**Clock distribution**

Scale: 1 px per um.
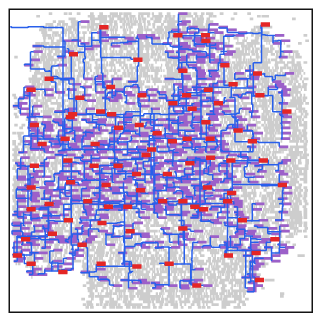
**I/O nets highlighted**

Scale: 1.5 px per um.
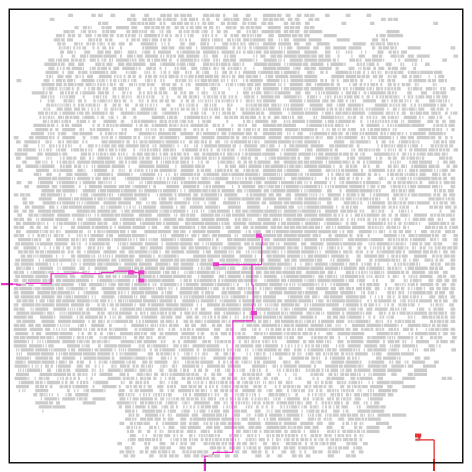
==> src/rtl/dds_sweep_gen_if.sv <==
// Bus bundle for the DDS sweep generator: shadow-config writes, sweep control, and ramp outputs.
// The master side drives configuration and control; the slave side is the generator.
interface dds_sweep_gen_if #(
    parameter int WIDTH   = 32,
    parameter int NCH     = 3,
    parameter int DWELL_W = 16
);
    localparam int CHW = (NCH > 1) ? $clog2(NCH) : 1;

    logic                 cfg_wen;
    logic [CHW-1:0]       cfg_ch;
    logic [WIDTH-1:0]     cfg_start;
    logic [WIDTH-1:0]     cfg_end;
    logic [WIDTH-1:0]     cfg_step;
    logic [DWELL_W-1:0]   cfg_dwell;
    logic [1:0]           cfg_mode;
    logic                 restart;
    logic                 run;
    logic [NCH*WIDTH-1:0] out_word;
    logic [NCH-1:0]       wrap;
    logic [NCH-1:0]       done;

    modport master (
        output cfg_wen, cfg_ch, cfg_start, cfg_end, cfg_step, cfg_dwell, cfg_mode,
        output restart, run,
        input  out_word, wrap, done
    );

    modport slave (
        input  cfg_wen, cfg_ch, cfg_start, cfg_end, cfg_step, cfg_dwell, cfg_mode,
        input  restart, run,
        output out_word, wrap, done
    );
endinterface

==> src/rtl/dds_sweep_gen.sv <==
// Multi-channel sawtooth/triangle/one-shot ramp generator feeding DDS tuning words.
// Shadow config is committed to the active set atomically on restart.
//
// dir state | meaning
// DIR_UP    | ramping from start toward end
// DIR_DN    | triangle return leg, ramping from end toward start
module dds_sweep_gen #(
    parameter int WIDTH   = 32,
    parameter int NCH     = 3,
    parameter int DWELL_W = 16
) (
    input  logic             clk,
    input  logic             rst,
    dds_sweep_gen_if.slave   bus
);
    localparam int CHW = (NCH > 1) ? $clog2(NCH) : 1;

    localparam logic       DIR_UP      = 1'b0;
    localparam logic       DIR_DN      = 1'b1;
    localparam logic [1:0] MODE_SAW    = 2'd0;
    localparam logic [1:0] MODE_TRI    = 2'd1;
    localparam logic [1:0] MODE_ONE    = 2'd2;
    localparam logic [1:0] MODE_HOLD   = 2'd3;

    typedef struct packed {
        logic [WIDTH-1:0]   start;
        logic [WIDTH-1:0]   stop;
        logic [WIDTH-1:0]   step;
        logic [DWELL_W-1:0] dwell;
        logic [1:0]         mode;
    } cfg_t;

    cfg_t               sh_q   [NCH];
    cfg_t               sh_d   [NCH];
    cfg_t               act_q  [NCH];
    cfg_t               act_d  [NCH];
    logic [WIDTH-1:0]   cur_q  [NCH];
    logic [WIDTH-1:0]   cur_d  [NCH];
    logic [DWELL_W-1:0] cnt_q  [NCH];
    logic [DWELL_W-1:0] cnt_d  [NCH];
    logic [WIDTH:0]     up_sum [NCH];
    logic [WIDTH:0]     dn_lim [NCH];
    logic [NCH-1:0]     dir_q, dir_d;
    logic [NCH-1:0]     wrap_q, wrap_d;
    logic [NCH-1:0]     done_q, done_d;

    // Shadow write; out-of-range channel numbers match no slot and fall through.
    always_comb begin
        for (int i = 0; i < NCH; i++) begin
            sh_d[i] = sh_q[i];
            if (bus.cfg_wen && (bus.cfg_ch == CHW'(i))) begin
                sh_d[i].start = bus.cfg_start;
                sh_d[i].stop  = bus.cfg_end;
                sh_d[i].step  = bus.cfg_step;
                sh_d[i].dwell = bus.cfg_dwell;
                sh_d[i].mode  = bus.cfg_mode;
            end
        end
    end

    // One extra bit so a carry out of cur+step (or start+step) reads as past the boundary.
    always_comb begin
        for (int i = 0; i < NCH; i++) begin
            up_sum[i] = {1'b0, cur_q[i]} + {1'b0, act_q[i].step};
            dn_lim[i] = {1'b0, act_q[i].start} + {1'b0, act_q[i].step};
        end
    end

    always_comb begin
        for (int i = 0; i < NCH; i++) begin
            act_d[i]  = act_q[i];
            cur_d[i]  = cur_q[i];
            cnt_d[i]  = cnt_q[i];
            dir_d[i]  = dir_q[i];
            done_d[i] = done_q[i];
            wrap_d[i] = 1'b0;
            if (bus.restart) begin
                act_d[i]  = sh_d[i];
                cur_d[i]  = sh_d[i].start;
                cnt_d[i]  = '0;
                dir_d[i]  = DIR_UP;
                done_d[i] = 1'b0;
            end else if (bus.run) begin
                if (cnt_q[i] == act_q[i].dwell) begin
                    cnt_d[i] = '0;
                    if ((act_q[i].step == '0) || (act_q[i].mode == MODE_HOLD) ||
                        ((act_q[i].mode == MODE_ONE) && done_q[i])) begin
                        cur_d[i] = cur_q[i];
                    end else if (dir_q[i] == DIR_UP) begin
                        if (up_sum[i] < {1'b0, act_q[i].stop}) begin
                            cur_d[i] = up_sum[i][WIDTH-1:0];
                        end else if (act_q[i].mode == MODE_SAW) begin
                            cur_d[i]  = act_q[i].start;
                            wrap_d[i] = 1'b1;
                        end else if (act_q[i].mode == MODE_TRI) begin
                            cur_d[i] = act_q[i].stop;
                            dir_d[i] = DIR_DN;
                        end else begin
                            cur_d[i]  = act_q[i].stop;
                            done_d[i] = 1'b1;
                        end
                    end else begin
                        if ({1'b0, cur_q[i]} > dn_lim[i]) begin
                            cur_d[i] = cur_q[i] - act_q[i].step;
                        end else begin
                            cur_d[i]  = act_q[i].start;
                            dir_d[i]  = DIR_UP;
                            wrap_d[i] = 1'b1;
                        end
                    end
                end else begin
                    cnt_d[i] = cnt_q[i] + DWELL_W'(1);
                end
            end
        end
    end

    always_ff @(posedge clk or posedge rst) begin
        if (rst) begin
            for (int i = 0; i < NCH; i++) begin
                sh_q[i]  <= '0;
                act_q[i] <= '0;
                cur_q[i] <= '0;
                cnt_q[i] <= '0;
            end
            dir_q  <= {NCH{DIR_UP}};
            wrap_q <= '0;
            done_q <= '0;
        end else begin
            sh_q   <= sh_d;
            act_q  <= act_d;
            cur_q  <= cur_d;
            cnt_q  <= cnt_d;
            dir_q  <= dir_d;
            wrap_q <= wrap_d;
            done_q <= done_d;
        end
    end

    always_comb begin
        bus.out_word = '0;
        for (int i = 0; i < NCH; i++) begin
            bus.out_word[i*WIDTH +: WIDTH] = cur_q[i];
        end
    end

    assign bus.wrap = wrap_q;
    assign bus.done = done_q;

endmodule
==> src/flat_wrapper.sv <==
// flat-port wrapper written by rule: the top's interface ports become plain ports
module dds_sweep_gen_flat 
#(
    parameter int WIDTH   = 32,
    parameter int NCH     = 3,
    parameter int DWELL_W = 16
)
  (clk, rst, bus_cfg_wen, bus_cfg_ch, bus_cfg_start, bus_cfg_end, bus_cfg_step, bus_cfg_dwell, bus_cfg_mode, bus_restart, bus_run, bus_out_word, bus_wrap, bus_done);
  dds_sweep_gen_if #(.WIDTH(WIDTH), .NCH(NCH), .DWELL_W(DWELL_W)) bus_i ();
  input  logic clk;
  input  logic rst;
  input wire logic [$bits(bus_i.cfg_wen)-1:0] bus_cfg_wen;
  input wire logic [$bits(bus_i.cfg_ch)-1:0] bus_cfg_ch;
  input wire logic [$bits(bus_i.cfg_start)-1:0] bus_cfg_start;
  input wire logic [$bits(bus_i.cfg_end)-1:0] bus_cfg_end;
  input wire logic [$bits(bus_i.cfg_step)-1:0] bus_cfg_step;
  input wire logic [$bits(bus_i.cfg_dwell)-1:0] bus_cfg_dwell;
  input wire logic [$bits(bus_i.cfg_mode)-1:0] bus_cfg_mode;
  input wire logic [$bits(bus_i.restart)-1:0] bus_restart;
  input wire logic [$bits(bus_i.run)-1:0] bus_run;
  output wire logic [$bits(bus_i.out_word)-1:0] bus_out_word;
  output wire logic [$bits(bus_i.wrap)-1:0] bus_wrap;
  output wire logic [$bits(bus_i.done)-1:0] bus_done;
  assign bus_i.cfg_wen = bus_cfg_wen;
  assign bus_i.cfg_ch = bus_cfg_ch;
  assign bus_i.cfg_start = bus_cfg_start;
  assign bus_i.cfg_end = bus_cfg_end;
  assign bus_i.cfg_step = bus_cfg_step;
  assign bus_i.cfg_dwell = bus_cfg_dwell;
  assign bus_i.cfg_mode = bus_cfg_mode;
  assign bus_i.restart = bus_restart;
  assign bus_i.run = bus_run;
  assign bus_out_word = bus_i.out_word;
  assign bus_wrap = bus_i.wrap;
  assign bus_done = bus_i.done;
  dds_sweep_gen #(.WIDTH(WIDTH), .NCH(NCH), .DWELL_W(DWELL_W)) u_core (.clk(clk), .rst(rst), .bus(bus_i));
endmodule
==> config.mk <==
export PLATFORM = sky130hd
export DESIGN_NAME = dds_sweep_gen_flat
export DESIGN_NICKNAME = d
export VERILOG_FILES = /design/src/rtl/dds_sweep_gen_if.sv /design/src/rtl/dds_sweep_gen.sv /design/src/flat_wrapper.sv
export SDC_FILE = /design/constraint.sdc
export NUM_CORES = 2
export LEC_CHECK = 0
export CORE_MARGIN = 2
export CORE_UTILIZATION = 62
export CTS_BUF_LIST = sky130_fd_sc_hd__clkbuf_16
export DETAILED_ROUTE_END_ITERATION = 10
export GPL_ROUTABILITY_DRIVEN = 0
export GPL_TIMING_DRIVEN = 0
export PLACE_DENSITY_LB_ADDON = 0.3
export SLEW_MARGIN = 20
export SYNTH_ARGS = -nofsm -noshare
export SYNTH_HDL_FRONTEND = slang
export SYNTH_SLANG_ARGS = --single-unit
==> constraint.sdc <==
create_clock -name clk -period 36 [get_ports clk]
set_input_delay 5.4 -clock clk [delete_from_list [all_inputs] [get_ports clk]]
set_output_delay 5.4 -clock clk [all_outputs]
set_load 0.02 [all_outputs]
==> reports/results.txt <==
sequential element share of the synthesized area -> 38.20%
instance area at placement -> 0.05877 sq mm
P per Cell Area -> 71.18 mW/mm^2
number of antenna violations at the first check in global routing -> 39
number of ordinary and repair buffers in the finished layout -> 510
Chip Width -> 301.4 um
post-route setup TNS -> 0 ns
worst min-delay path startpoint -> u_core.sh_q[42]
cell type with the largest total area after synthesis -> sky130_fd_sc_hd__dfrtp_1
Period Utilization, post-route -> 25.92%
sequential standard cell area -> 0.02095 sq mm
Max-Cap Viols -> 0
number of warning messages in the yosys log -> 0
number of instances in the placed design -> 7,354
leading cell types by count after synthesis -> 837 x sky130_fd_sc_hd__dfrtp_1, 554 x sky130_fd_sc_hd__nor2_1, 480 x sky130_fd_sc_hd__nand2_1
Setup crit start kind -> input pin
run status -> finished with violations
CP endpoint -> u_core.act_q[229]
Synth cell types -> 98
min setup slack post-route -> 26.67 ns
worst-case hold path end point -> u_core.sh_q[42]
flip-flop and latch count after synthesis -> 837
met3 demand-to-capacity share in global routing -> 17.12%
pin count of the biggest net entering global routing -> 106
HPWL after DPL -> 157,600 um
Top-area cell share -> 38.20%
total tool warning count -> 131
Non-clock buffers, area share -> 5.816%
flip-flops with a built-in enable -> 0
WHS -> 0.4930 ns
final instance count without filler cells -> 7,531
cell class contributing the biggest share of worst-path delay -> buffers and inverters
most repeated library cell on the critical path -> sky130_fd_sc_hd__clkbuf_1
headroom to the max-slew limit -> 13.17%
depth of the critical timing path with buffers and inverters included -> 8
Pwr Total -> 4.393 mW
fraction of the core area covered by cells at the end of the flow -> 70.16%
tap cell count -> 1,165
global-route wire length before repair -> 299,800 um
#MultiIn Comb -> 4,471
biggest cell delay along the critical path -> 0.80 ns
DRC violations left -> 4
area fraction in mux cells -> 8.941%
hold crit path type -> reg2reg
Total Die Area -> 0.09083 sq mm
cell kind with the greatest summed area -> logic gates
post-CTS clock slew at the launch and capture registers of the worst setup and hold paths -> 0.06 ns
post-synthesis share of cell area spent on and-or and or-and gates -> 18.94%
Hold Path Stages -> 1
adder share -> 11.21%
summed area of non-filler cells in the final layout -> 0.06172 sq mm
clk sinks -> 837
area added between synthesis and finish -> 12.56%
failing checks -> design-rule violations
vertical die dimension -> 301.4 um
Core Density at Floorplan -> 62.33%
endpoint of the worst register-to-register path -> u_core.bus.out_word[89]
number of hold buffers added after cts -> 0
GRT Util Overall -> 44.25%
number of cells on the worst reg-to-reg path -> 24
biggest area cells -> sky130_fd_sc_hd__dfrtp_1 38%, sky130_fd_sc_hd__ha_1 11%, sky130_fd_sc_hd__mux2_2 7.4%, sky130_fd_sc_hd__o21ai_0 4.3%, sky130_fd_sc_hd__a21oi_1 4.0%
post-layout min period -> 9.330 ns
share of synthesized cell area in and, or, nand and nor gates -> 13.10%
standard cell core area -> 0.08797 sq mm
cell area after technology mapping -> 0.05483 sq mm
count of final setup violators -> 0
aggregate global routing overflow -> 0
met2 usage in global routing -> 62.58%
register-to-register path setup slack -> 28.19 ns
mean instance size in the synthesized netlist -> 9.201 sq um
WP buf/inv -> 6
endpoint arrival time on the critical path -> 9.90 ns
area figure in the yosys stat output -> 0.05483 sq mm
-- 'clock distribution' (at the start) --
[purple] flip-flops | count: 837
[red] clock-net drivers | count: 88
[blue] clock wires | length: 10,700 um
routed clock nets: 89
Clk. pwr: 0.942 mW
portion of total power attributed to the clock network: 21.4%
insertion delay at the late pin of the worst-skew pair: 0.68 ns
Fin Clk Skew: 0.02429 ns

-- 'I/O nets highlighted' (at the start) --
[magenta] `bus_cfg_mode` | direction: input | end cells: 6 | buffers: 2 | wire: 313 um
[red] `rst` | direction: input | end cells: 1 | buffers: 1 | wire: 29.8 um
total I/O pin count: 223
Buffers on Ports: 221

[routing by layer]
layer / vias up / wire, um
met4: 48 / 19430
met3: 1211 / 28780
met5: - / 419
li1: 21740 / -
met1: 24300 / 72620
met2: 3838 / 83010
[power breakdown]
part | internal, mW | switching, mW
registers | 1.10 | 0.162
clock network | 0.525 | 0.416
logic | 0.866 | 1.32
total | 2.49 | 1.90
[registers in the layout, summed over array words and instances, names as in the netlist]
| name | flops |
|---|---|
| u_core.cnt_q | 48 |
| u_core.dir_q | 3 |
| u_core.bus.wrap | 3 |
| u_core.act_q | 342 |
| u_core.sh_q | 342 |
| u_core.bus.done | 3 |
| u_core.bus.out_word | 96 |
No activity file was given, so power comes from the tool's default toggle rates.
